Figure 1. Layout detail.
Window x 34 to 84, y 60 to 110 um. Cells in gray, sequential cells in the stronger gray; small squares are vias.
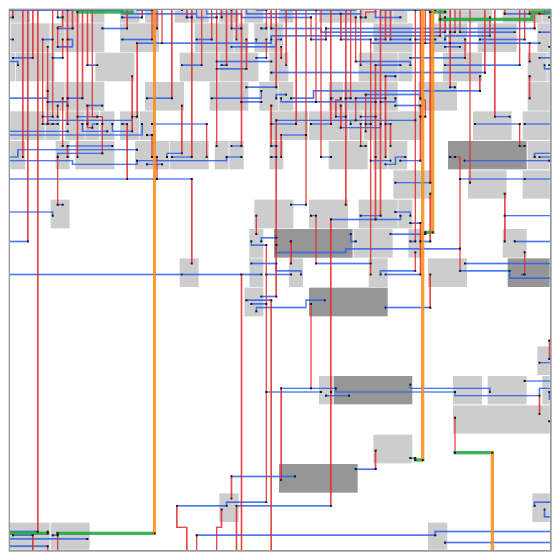
Figure 2. Supply network.
Drawn at 4 px/um. Pins as bars on the die edge.
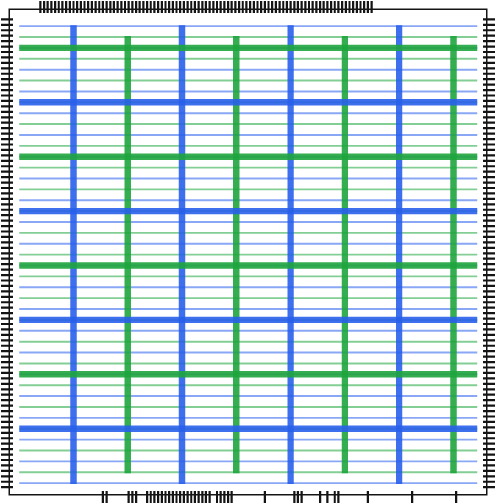
Figure 3. Placement view.
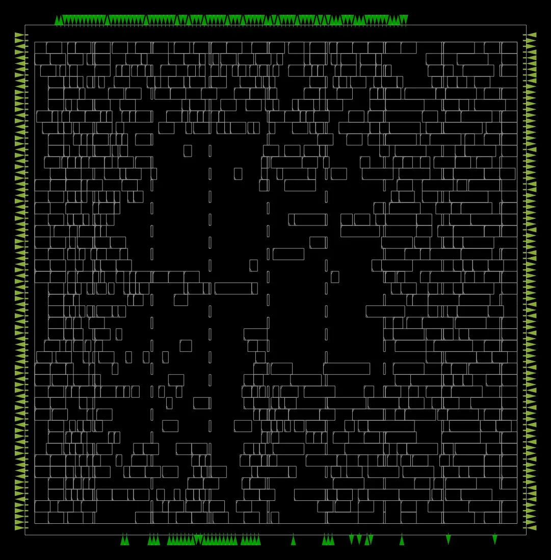
<file path="src/rtl/dmem_arbiter.sv">
// Two-port round-robin arbiter in front of the single-port data_memory, with
// bounded locked bursts, address legality filtering and registered responses.
module dmem_arbiter #(
  parameter int DATA_WIDTH  = 32,
  parameter int ADDR_WIDTH  = 32,
  parameter int DEPTH_WORDS = 256,
  parameter int MAX_BURST   = 4
) (
  input  logic                  clk,
  input  logic                  rst_n,
  input  logic                  p0_valid,
  input  logic                  p0_we,
  input  logic                  p0_lock,
  input  logic [ADDR_WIDTH-1:0] p0_addr,
  input  logic [DATA_WIDTH-1:0] p0_wdata,
  output logic                  p0_ready,
  output logic                  p0_rvalid,
  output logic [DATA_WIDTH-1:0] p0_rdata,
  output logic                  p0_err,
  input  logic                  p1_valid,
  input  logic                  p1_we,
  input  logic                  p1_lock,
  input  logic [ADDR_WIDTH-1:0] p1_addr,
  input  logic [DATA_WIDTH-1:0] p1_wdata,
  output logic                  p1_ready,
  output logic                  p1_rvalid,
  output logic [DATA_WIDTH-1:0] p1_rdata,
  output logic                  p1_err,
  output logic                  mem_read,
  output logic                  mem_write,
  output logic [ADDR_WIDTH-1:0] mem_addr,
  output logic [DATA_WIDTH-1:0] mem_wdata,
  input  logic [DATA_WIDTH-1:0] mem_rdata
);

  localparam int                    CNT_W      = $clog2(MAX_BURST + 1);
  localparam logic [CNT_W-1:0]      BURST_MAX  = CNT_W'(MAX_BURST);
  localparam logic [ADDR_WIDTH-1:0] ADDR_LIMIT = ADDR_WIDTH'(DEPTH_WORDS * 4);

  logic             r_last_grant;
  logic [CNT_W-1:0] r_burst_cnt;
  logic             r_lock_valid;
  logic             r_lock_port;

  logic                  w_any_valid;
  logic                  w_grant;
  logic                  w_win_port;
  logic                  w_sel_we;
  logic                  w_sel_lock;
  logic [ADDR_WIDTH-1:0] w_sel_addr;
  logic [DATA_WIDTH-1:0] w_sel_wdata;
  logic                  w_legal;
  logic                  w_p0_gnt;
  logic                  w_p1_gnt;

  assign w_any_valid = p0_valid | p1_valid;
  assign w_grant     = w_any_valid & rst_n;

  // NOTE: every always_comb output gets a default first so no path can infer a latch.
  always_comb begin
    w_win_port = 1'b0;
    if (p0_valid && !p1_valid) begin
      w_win_port = 1'b0;
    end else if (!p0_valid && p1_valid) begin
      w_win_port = 1'b1;
    end else if (r_lock_valid && (r_burst_cnt < BURST_MAX)) begin
      w_win_port = r_lock_port;
    end else begin
      w_win_port = ~r_last_grant;
    end
  end

  assign w_sel_we    = w_win_port ? p1_we    : p0_we;
  assign w_sel_lock  = w_win_port ? p1_lock  : p0_lock;
  assign w_sel_addr  = w_win_port ? p1_addr  : p0_addr;
  assign w_sel_wdata = w_win_port ? p1_wdata : p0_wdata;
  assign w_legal     = (w_sel_addr[1:0] == 2'b00) && (w_sel_addr < ADDR_LIMIT);

  assign w_p0_gnt = w_grant & ~w_win_port;
  assign w_p1_gnt = w_grant &  w_win_port;
  assign p0_ready = w_p0_gnt;
  assign p1_ready = w_p1_gnt;

  // Illegal addresses are still granted (to get an error response) but never strobe memory.
  assign mem_read  = w_grant & w_legal & ~w_sel_we;
  assign mem_write = w_grant & w_legal &  w_sel_we;
  assign mem_addr  = w_any_valid ? w_sel_addr  : '0;
  assign mem_wdata = w_any_valid ? w_sel_wdata : '0;

  // NOTE: sequential state uses non-blocking assignments so every register samples pre-edge values.
  always_ff @(posedge clk) begin
    if (!rst_n) begin
      r_last_grant <= 1'b1;
      r_burst_cnt  <= '0;
      r_lock_valid <= 1'b0;
      r_lock_port  <= 1'b0;
      p0_rvalid    <= 1'b0;
      p0_rdata     <= '0;
      p0_err       <= 1'b0;
      p1_rvalid    <= 1'b0;
      p1_rdata     <= '0;
      p1_err       <= 1'b0;
    end else begin
      p0_rvalid <= w_p0_gnt;
      p0_err    <= w_p0_gnt & ~w_legal;
      p0_rdata  <= (w_p0_gnt && mem_read) ? mem_rdata : '0;
      p1_rvalid <= w_p1_gnt;
      p1_err    <= w_p1_gnt & ~w_legal;
      p1_rdata  <= (w_p1_gnt && mem_read) ? mem_rdata : '0;

      if (w_grant) begin
        r_last_grant <= w_win_port;
        if (w_sel_lock) begin
          r_lock_valid <= 1'b1;
          r_lock_port  <= w_win_port;
          // A lock carried over from a different port starts a fresh burst.
          if (r_lock_valid && (r_lock_port == w_win_port)) begin
            if (r_burst_cnt < BURST_MAX) begin
              r_burst_cnt <= r_burst_cnt + 1'b1;
            end
          end else begin
            r_burst_cnt <= CNT_W'(1);
          end
        end else begin
          r_lock_valid <= 1'b0;
          r_burst_cnt  <= '0;
        end
      end else begin
        r_lock_valid <= 1'b0;
        r_burst_cnt  <= '0;
      end
    end
  end

endmodule

</file>
<file path="config.mk">
export PLATFORM = sky130hd
export DESIGN_NAME = dmem_arbiter
export DESIGN_NICKNAME = d
export VERILOG_FILES = /design/src/rtl/dmem_arbiter.sv
export SDC_FILE = /design/constraint.sdc
export NUM_CORES = 1
export LEC_CHECK = 0
export CAP_MARGIN = 20
export CORE_AREA = 2 2 117 119
export CTS_CLUSTER_DIAMETER = 40
export DETAILED_ROUTE_END_ITERATION = 12
export DIE_AREA = 0 0 119 121
export GPL_TIMING_DRIVEN = 0
export MAX_ROUTING_LAYER = met4
export PLACE_DENSITY = 0.68
export SLEW_MARGIN = 20
export SYNTH_ARGS = -nofsm -noshare
export SYNTH_HDL_FRONTEND = slang
export SYNTH_SLANG_ARGS = --single-unit
</file>
<file path="constraint.sdc">
create_clock -name clk -period 4.45 [get_ports clk]
set_clock_uncertainty 0.05 [all_clocks]
set_input_delay 0.445 -clock clk [delete_from_list [all_inputs] [get_ports clk]]
set_output_delay 0.445 -clock clk [all_outputs]
set_load 0.05 [all_outputs]
</file>
==> impl_results.rst <==
Implementation results
======================

.. list-table::
   :header-rows: 1

   * - Metric
     - Value
   * - Biggest cell category by area in the final layout
     - buffers
   * - Type of the worst min-delay path
     - in -> reg
   * - Number of sequential storage elements
     - 74
   * - Post-Synth Adder-Cell Area
     - 0.386%
   * - Total track usage
     - 20.3%
   * - Number of synthesized flops with an enable pin
     - 0
   * - Number of antenna violations at the first check in global routing
     - 2
   * - Iter 0 DRT Violations
     - 201
   * - Count of antenna-violating nets left after detailed routing
     - 0
   * - Ordered cell list for the critical path
     - clkdlybuf4s50_1 -> nor2b_1 -> o21ai_2 -> buf_2 -> buf_2 -> nand2_1 -> a21oi_1 -> clkdlybuf4s50_1
   * - Register cell area after layout
     - 1480 sq um
   * - Worst slew pin tran
     - 0.576 ns
   * - Setup repair after global routing missed its margin
     - no
   * - WL final
     - 14.7 mm
   * - Die Footprint
     - 14400 sq um
   * - Yosys stat cell total
     - 428
   * - Number of maximum-capacitance violations
     - 0
   * - Count of hold-fix buffers inserted at cts
     - 0
   * - Switching portion of total power
     - 31.9%
   * - Fin Setup TNS
     - 0 ns
   * - Number of post-CTS setup repair buffers
     - 0
   * - Yosys aoi share
     - 13.1%
   * - Most instantiated library cell after synthesis
     - sky130_fd_sc_hd__nand2_1
   * - Vias in the first global route
     - 4136
   * - Final Max Slew Viols
     - 0
   * - Worst flop-to-flop path startpoint
     - r_burst_cnt[2]
   * - Power Density
     - 320 nW/um^2
   * - Most instantiated cells after synthesis
     - 136 x sky130_fd_sc_hd__nand2_1, 74 x sky130_fd_sc_hd__dfxtp_1, 66 x sky130_fd_sc_hd__a21oi_1
   * - Sequential cell area share
     - 21.7%
   * - Most area-consuming cells after synthesis
     - sky130_fd_sc_hd__dfxtp_1 46%, sky130_fd_sc_hd__nand2_1 16%, sky130_fd_sc_hd__and2_1 12%, sky130_fd_sc_hd__a21oi_1 10%, sky130_fd_sc_hd__nor4_1 2.3%
   * - Number of synthesized register bits
     - 74
   * - Hold-critical path depth
     - 2
   * - Worst r2r path cells
     - 6
   * - Core Area
     - 13100 sq um
   * - Clock tree from TritonCTS
     - built
   * - Final critical-path required period
     - 3.78 ns
   * - Leading area contributor after synthesis
     - sky130_fd_sc_hd__dfxtp_1
   * - Internal power
     - 1.48 mW
   * - Pwr Total
     - 2.18 mW
   * - HPWL after detailed placement
     - 12.2 mm
   * - Mux cell area share after synthesis
     - 1.08%
   * - Result of the run
     - complete, no violations
   * - Main synth FF type
     - sky130_fd_sc_hd__dfxtp_1
   * - Avg WL per Cell
     - 16.0 um
   * - Switching power
     - 0.697 mW
   * - Ports
     - 304
   * - Maximum single-stage delay on the critical path
     - 0.84 ns
   * - Highest attainable clock frequency
     - 265 MHz
   * - Share of total power in sequential cells
     - 30.8%
   * - And+or+nand+nor area frac
     - 35.6%
   * - Finish-stage setup viols
     - 0
   * - Startpoint class of the critical path
     - input port
   * - Routed via count
     - 4136
   * - Final standard cell area without fillers
     - 6820 sq um
   * - Multi-input logic portion of the cell area
     - 23.9%
   * - Combinational Power
     - 0.736 mW
   * - Total CTS buffers
     - 9
   * - Area fraction of clock buffers and clock inverters
     - 4.81%
   * - Number of remaining DRC errors
     - 0
   * - Layout area overhead
     - 110%
   * - Worst Setup End Kind
     - output port
About Figure 1:
blue -> M1
red -> M2
green -> M3
orange -> M4
cells with their middle in the window = 94
sequential cells in the window = 6
most frequent = clkdlybuf4s50_1 (38), nand2_1 (20), a21oi_1 (11)

About Figure 2:
blue -> VSS
green -> VDD
met4 straps = 8
met1 rails = 43
signal pins = 304
met5 straps = 8

About Figure 3:
final core utilization: 52.1%
# rows: 42
tap cell count: 176
filler cell count in the final layout: 1211

==> worst max-delay path: cells and delay by family <==
kind | cells | cell delay, ns
AND-OR/OR-AND | 2 | 0.54
AND/OR/NAND/NOR | 2 | 0.24
buffers and inverters | 4 | 2.04
==> final timing paths <==
kind                    end  slack, ns
max           mem_wdata[18]       0.67
min            r_last_grant       0.43
max reg2reg    p1_rdata[25]       2.32
min reg2reg  r_burst_cnt[0]       0.45
==> layer usage <==
metal / up-vias / global-route usage [%] / routed length (um)
met4: 0 / 9.08 / 414
li1: 2027 / - / -
met1: 1851 / 22.7 / 5760
met2: 233 / 34.3 / 7330
met3: 25 / 5.22 / 1230
met5: - / - / 0
Power is estimated from default activity; no workload was simulated.
